--- config.mk ---
export PLATFORM = sky130hd
export DESIGN_NAME = wb_bus_watchdog
export DESIGN_NICKNAME = d
export VERILOG_FILES = /design/src/rtl/wb_bus_watchdog.sv
export SDC_FILE = /design/constraint.sdc
export NUM_CORES = 1
export LEC_CHECK = 0
export CAP_MARGIN = 20
export CORE_MARGIN = 1
export CORE_UTILIZATION = 51
export CTS_BUF_LIST = sky130_fd_sc_hd__clkbuf_8
export CTS_CLUSTER_SIZE = 12
export DETAILED_ROUTE_END_ITERATION = 8
export GPL_TIMING_DRIVEN = 0
export PLACE_DENSITY_LB_ADDON = 0.3
export SLEW_MARGIN = 20
export SYNTH_ARGS = -nofsm -noshare
export SYNTH_HDL_FRONTEND = slang
export SYNTH_SLANG_ARGS = --single-unit
--- constraint.sdc ---
create_clock -name wb_clk_i -period 4 [get_ports wb_clk_i]
set_input_delay 1 -clock wb_clk_i [delete_from_list [all_inputs] [get_ports wb_clk_i]]
set_output_delay 1 -clock wb_clk_i [all_outputs]
set_load 0.1 [all_outputs]
--- src/rtl/wb_bus_watchdog.sv ---
// wb_bus_watchdog: Wishbone pass-through that rejects address-map violations and aborts hung slave cycles.
module wb_bus_watchdog #(
  parameter int          TIMEOUT  = 1000,
  parameter logic [15:0] VALID_LO = 16'h0000,
  parameter logic [15:0] VALID_HI = 16'h7fff,
  parameter logic [15:0] RO_LO    = 16'h4000,
  parameter logic [15:0] RO_HI    = 16'h4fff,
  parameter logic [15:0] ERR_DATA = 16'hdead
) (
  input  logic        wb_clk_i,
  input  logic        wb_rst_i,
  input  logic        wd_en_i,
  input  logic        wbm_cyc_i,
  input  logic        wbm_stb_i,
  input  logic        wbm_we_i,
  input  logic [15:0] wbm_adr_i,
  input  logic [15:0] wbm_dat_i,
  input  logic [1:0]  wbm_id_i,
  output logic [15:0] wbm_dat_o,
  output logic        wbm_ack_o,
  output logic        wbs_cyc_o,
  output logic        wbs_stb_o,
  output logic        wbs_we_o,
  output logic [15:0] wbs_adr_o,
  output logic [15:0] wbs_dat_o,
  input  logic [15:0] wbs_dat_i,
  input  logic        wbs_ack_i,
  output logic        bm_memv,
  output logic        bm_timeout,
  output logic [1:0]  bm_wbm_id,
  output logic [15:0] bm_addr,
  output logic        bm_we
);
  typedef enum logic [1:0] {IDLE, FWD, ACK} state_t;
  state_t state, state_n;
  logic [15:0] cnt, cnt_n, dat_n, adr_n, wdat_n, bm_addr_n;
  logic        ack_n, stb_n, we_n, memv_n, to_n, bm_we_n;
  logic [1:0]  id, id_n, bm_id_n;
  logic [16:0] lo_diff;
  logic        req, viol, expired;
  assign req = wbm_cyc_i & wbm_stb_i;
  // borrow bit gives adr < VALID_LO without a constant compare when VALID_LO is zero
  assign lo_diff = {1'b0, wbm_adr_i} - {1'b0, VALID_LO};
  assign viol = lo_diff[16] | (wbm_adr_i > VALID_HI) |
                (wbm_we_i & (wbm_adr_i >= RO_LO) & (wbm_adr_i <= RO_HI));
  // >= so that re-enabling after an overrun aborts on the very next edge
  assign expired = wd_en_i & (cnt >= 16'(TIMEOUT - 1));
  always_comb begin
    state_n   = state;
    cnt_n     = cnt;
    dat_n     = wbm_dat_o;
    ack_n     = 1'b0;
    stb_n     = 1'b0;
    memv_n    = 1'b0;
    to_n      = 1'b0;
    adr_n     = wbs_adr_o;
    wdat_n    = wbs_dat_o;
    we_n      = wbs_we_o;
    id_n      = id;
    bm_addr_n = bm_addr;
    bm_we_n   = bm_we;
    bm_id_n   = bm_wbm_id;
    if (state == IDLE && req) begin
      adr_n  = wbm_adr_i;
      wdat_n = wbm_dat_i;
      we_n   = wbm_we_i;
      id_n   = wbm_id_i;
      if (viol) begin
        state_n   = ACK;
        dat_n     = ERR_DATA;
        ack_n     = 1'b1;
        memv_n    = 1'b1;
        bm_addr_n = wbm_adr_i;
        bm_we_n   = wbm_we_i;
        bm_id_n   = wbm_id_i;
      end else begin
        state_n = FWD;
        stb_n   = 1'b1;
        cnt_n   = 16'd0;
      end
    end else if (state == FWD) begin
      stb_n = 1'b1;
      if (!wbm_cyc_i) begin
        stb_n   = 1'b0;
        state_n = IDLE;
      end else if (wbs_ack_i) begin
        stb_n   = 1'b0;
        dat_n   = wbs_dat_i;
        ack_n   = 1'b1;
        state_n = ACK;
      end else if (expired) begin
        stb_n     = 1'b0;
        dat_n     = ERR_DATA;
        ack_n     = 1'b1;
        to_n      = 1'b1;
        bm_addr_n = wbs_adr_o;
        bm_we_n   = wbs_we_o;
        bm_id_n   = id;
        state_n   = ACK;
      end else begin
        cnt_n = (cnt == 16'hffff) ? cnt : cnt + 16'd1;
      end
    end else if (state != IDLE) begin
      state_n = IDLE;
    end
  end
  always_ff @(posedge wb_clk_i or negedge wb_rst_i) begin
    if (!wb_rst_i) begin
      state      <= IDLE;
      cnt        <= 16'd0;
      id         <= 2'd0;
      wbm_dat_o  <= 16'd0;
      wbm_ack_o  <= 1'b0;
      wbs_cyc_o  <= 1'b0;
      wbs_stb_o  <= 1'b0;
      wbs_we_o   <= 1'b0;
      wbs_adr_o  <= 16'd0;
      wbs_dat_o  <= 16'd0;
      bm_memv    <= 1'b0;
      bm_timeout <= 1'b0;
      bm_wbm_id  <= 2'd0;
      bm_addr    <= 16'd0;
      bm_we      <= 1'b0;
    end else begin
      state      <= state_n;
      cnt        <= cnt_n;
      id         <= id_n;
      wbm_dat_o  <= dat_n;
      wbm_ack_o  <= ack_n;
      wbs_cyc_o  <= stb_n;
      wbs_stb_o  <= stb_n;
      wbs_we_o   <= we_n;
      wbs_adr_o  <= adr_n;
      wbs_dat_o  <= wdat_n;
      bm_memv    <= memv_n;
      bm_timeout <= to_n;
      bm_wbm_id  <= bm_id_n;
      bm_addr    <= bm_addr_n;
      bm_we      <= bm_we_n;
    end
  end
endmodule

### M3 wires

The bar under the picture is 20 um long.
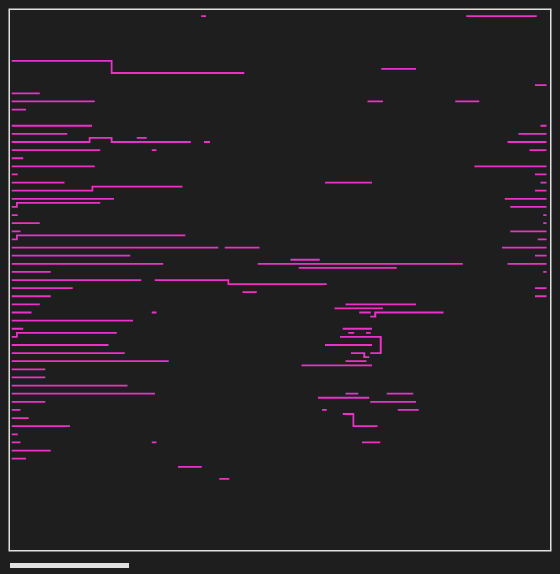
94 nets have wire on it. The wires run mostly horizontal. The longest straight run is 34.3 um. The layer holds 8.6% of the routed length. The layer carries 872 um of wire.

### Wiring heat map

The bar under the picture is 20 um long. The die is cut into 18 by 18 equal tiles; dark blue is low, red is high, scaled to the fullest tile. Values are wire area over tile area, all layers added.
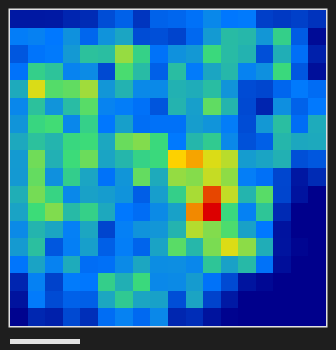
The mean over all tiles is 0.20. The fullest tile reaches 0.67. 7.7% of the tiles are nearly empty. The densest ninth of the die: center. 12% of the tiles are over half the peak.
total global-route track usage: 26.3%
vias after detailed routing: 3,491

### Clock wiring as the flow saved it

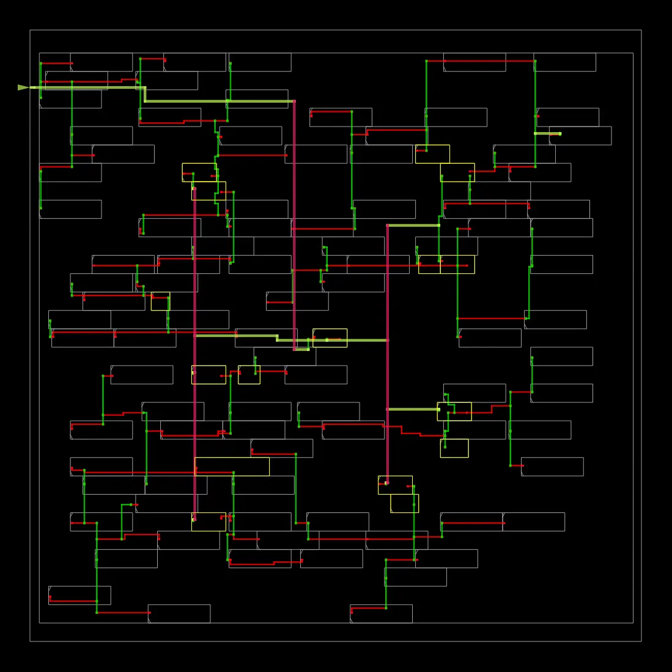
clock network power: 0.673 mW
latest clock arrival within the worst-skew pair: 0.36 ns

==> results.sh <==
# implementation run metrics
export IMPL_synth_warnings=0
export IMPL_area_growth_pct=41.5
export IMPL_dieArea_um2=8180
export IMPL_num_cts_buffers=9
export IMPL_initial_utilization_pct=53.9
export IMPL_worst_hold_path_type="flop to flop"
export IMPL_horizontal_die_size_um=90.5
export IMPL_setup_viol=0
export IMPL_layout_top_cells_excl_fill_tap="128 x sky130_fd_sc_hd__clkdlybuf4s50_1, 123 x sky130_fd_sc_hd__nand2_1, 92 x sky130_fd_sc_hd__dfrtp_1"
export IMPL_yosys_cells=388
export IMPL_r2r_setup_slack_ns=1.59
export IMPL_dominant_cells="sequential cells"
export IMPL_final_setup_skew_ns=0.0159
export IMPL_met1_length_um=4230
export IMPL_cell_depth_of_the_worst_hold_path=2
export IMPL_grt_setup_unrepaired="false"
export IMPL_core_area_um2=7410
export IMPL_syn_inst=388
export IMPL_clock_tree_from_tritoncts="yes"
export IMPL_grt_start_max_net_pins=60
export IMPL_synth_ff_latch_count=92
export IMPL_startpoint="wbm_adr_i[14]"
export IMPL_max_freq_mhz=318
export IMPL_fin_total_pwr_mw=3.58
export IMPL_ys_sh_adder_pct=0.314
export IMPL_synthArstFlopShare_pct=100
export IMPL_power_ir_vdd_worst_mv=0.482
export IMPL_clkSinkCount=92
export IMPL_nonClockBufferCount=151
export IMPL_comb_area_share_pct=27.9
export IMPL_top_cell_area_share_pct=57.7
export IMPL_result_of_the_run="finished, final reports clean"
export IMPL_timing_max_transition_violations_final=0
export IMPL_nets=587
export IMPL_critPathCapture="cnt[0]"
export IMPL_synth_nets=446
export IMPL_critPathKind="primary input to flop"
export IMPL_pwr_group_sequential_mw=1.18
export IMPL_synth_area_leader_cell="sky130_fd_sc_hd__dfrtp_1"
export IMPL_dp_final_hpwl_um=7220
export IMPL_muxShareOfSynthArea_pct=6.59
export IMPL_rr_endpoint="cnt[0]"
export IMPL_log_warning_count=26
export IMPL_sequential_standard_cell_area_um2=2300
export IMPL_path_max_fanout=10
export IMPL_clock_tree_root_cell="sky130_fd_sc_hd__clkbuf_8"
export IMPL_postLayoutSetupSlackWorst_ns=0.854
export IMPL_synth_cell_area_um2=3990
export IMPL_clock_tree_area_fraction_pct=3.81
export IMPL_layout_nonclk_buf_share_pct=25.1
export IMPL_dieHeight_um=90.5
export IMPL_cts_post_setup_buffers_inserted=0
export IMPL_post_synth_top_count_cell="sky130_fd_sc_hd__nand2_1"
export IMPL_logic_area_um2=1580
export IMPL_final_setup_tns_ns=0
export IMPL_first_iter_violations=195
export IMPL_setup_worst_path_start_class="primary input"
export IMPL_vias_per_cell=5.52
export IMPL_rows=31
export IMPL_grt_met1_usage_pct=33.7
export IMPL_worst_path_stages=9
export IMPL_largestPowerGroup="combinational cells"
export IMPL_synth_lib_cells_used_distinct=46
export IMPL_cp_buffers_inverters=3
export IMPL_postRouteWirelength_um=10100
export IMPL_start_point_of_the_worst_hold_path="wbs_dat_o[12]"
export IMPL_worst_hold_check_slack_ns=0.485
export IMPL_hold_violations=0
export IMPL_simple_gate_area_share_of_the_yosys_netlist_pct=21.9
export IMPL_pwr_share_clk_pct=18.8
export IMPL_min_period_over_period_pct=78.6
export IMPL_cp_capture_type="flop"
export IMPL_drtPass1Iterations=4
export IMPL_final_layout_fill_cell_count=483
export IMPL_timing_reg2reg_worst_path_depth=7
export IMPL_switchingPower_mw=1.76
export IMPL_worst_r2r_startpoint="cnt[2]"
export IMPL_area_fraction_in_compound_gates_after_synthesis_pct=10.7
export IMPL_yosys_dominant_comb_family="simple AND/OR/NAND/NOR gates"
export IMPL_layout_non_clock_inverters=3
Power figures rest on the tool's default switching activity, not on a simulated workload.
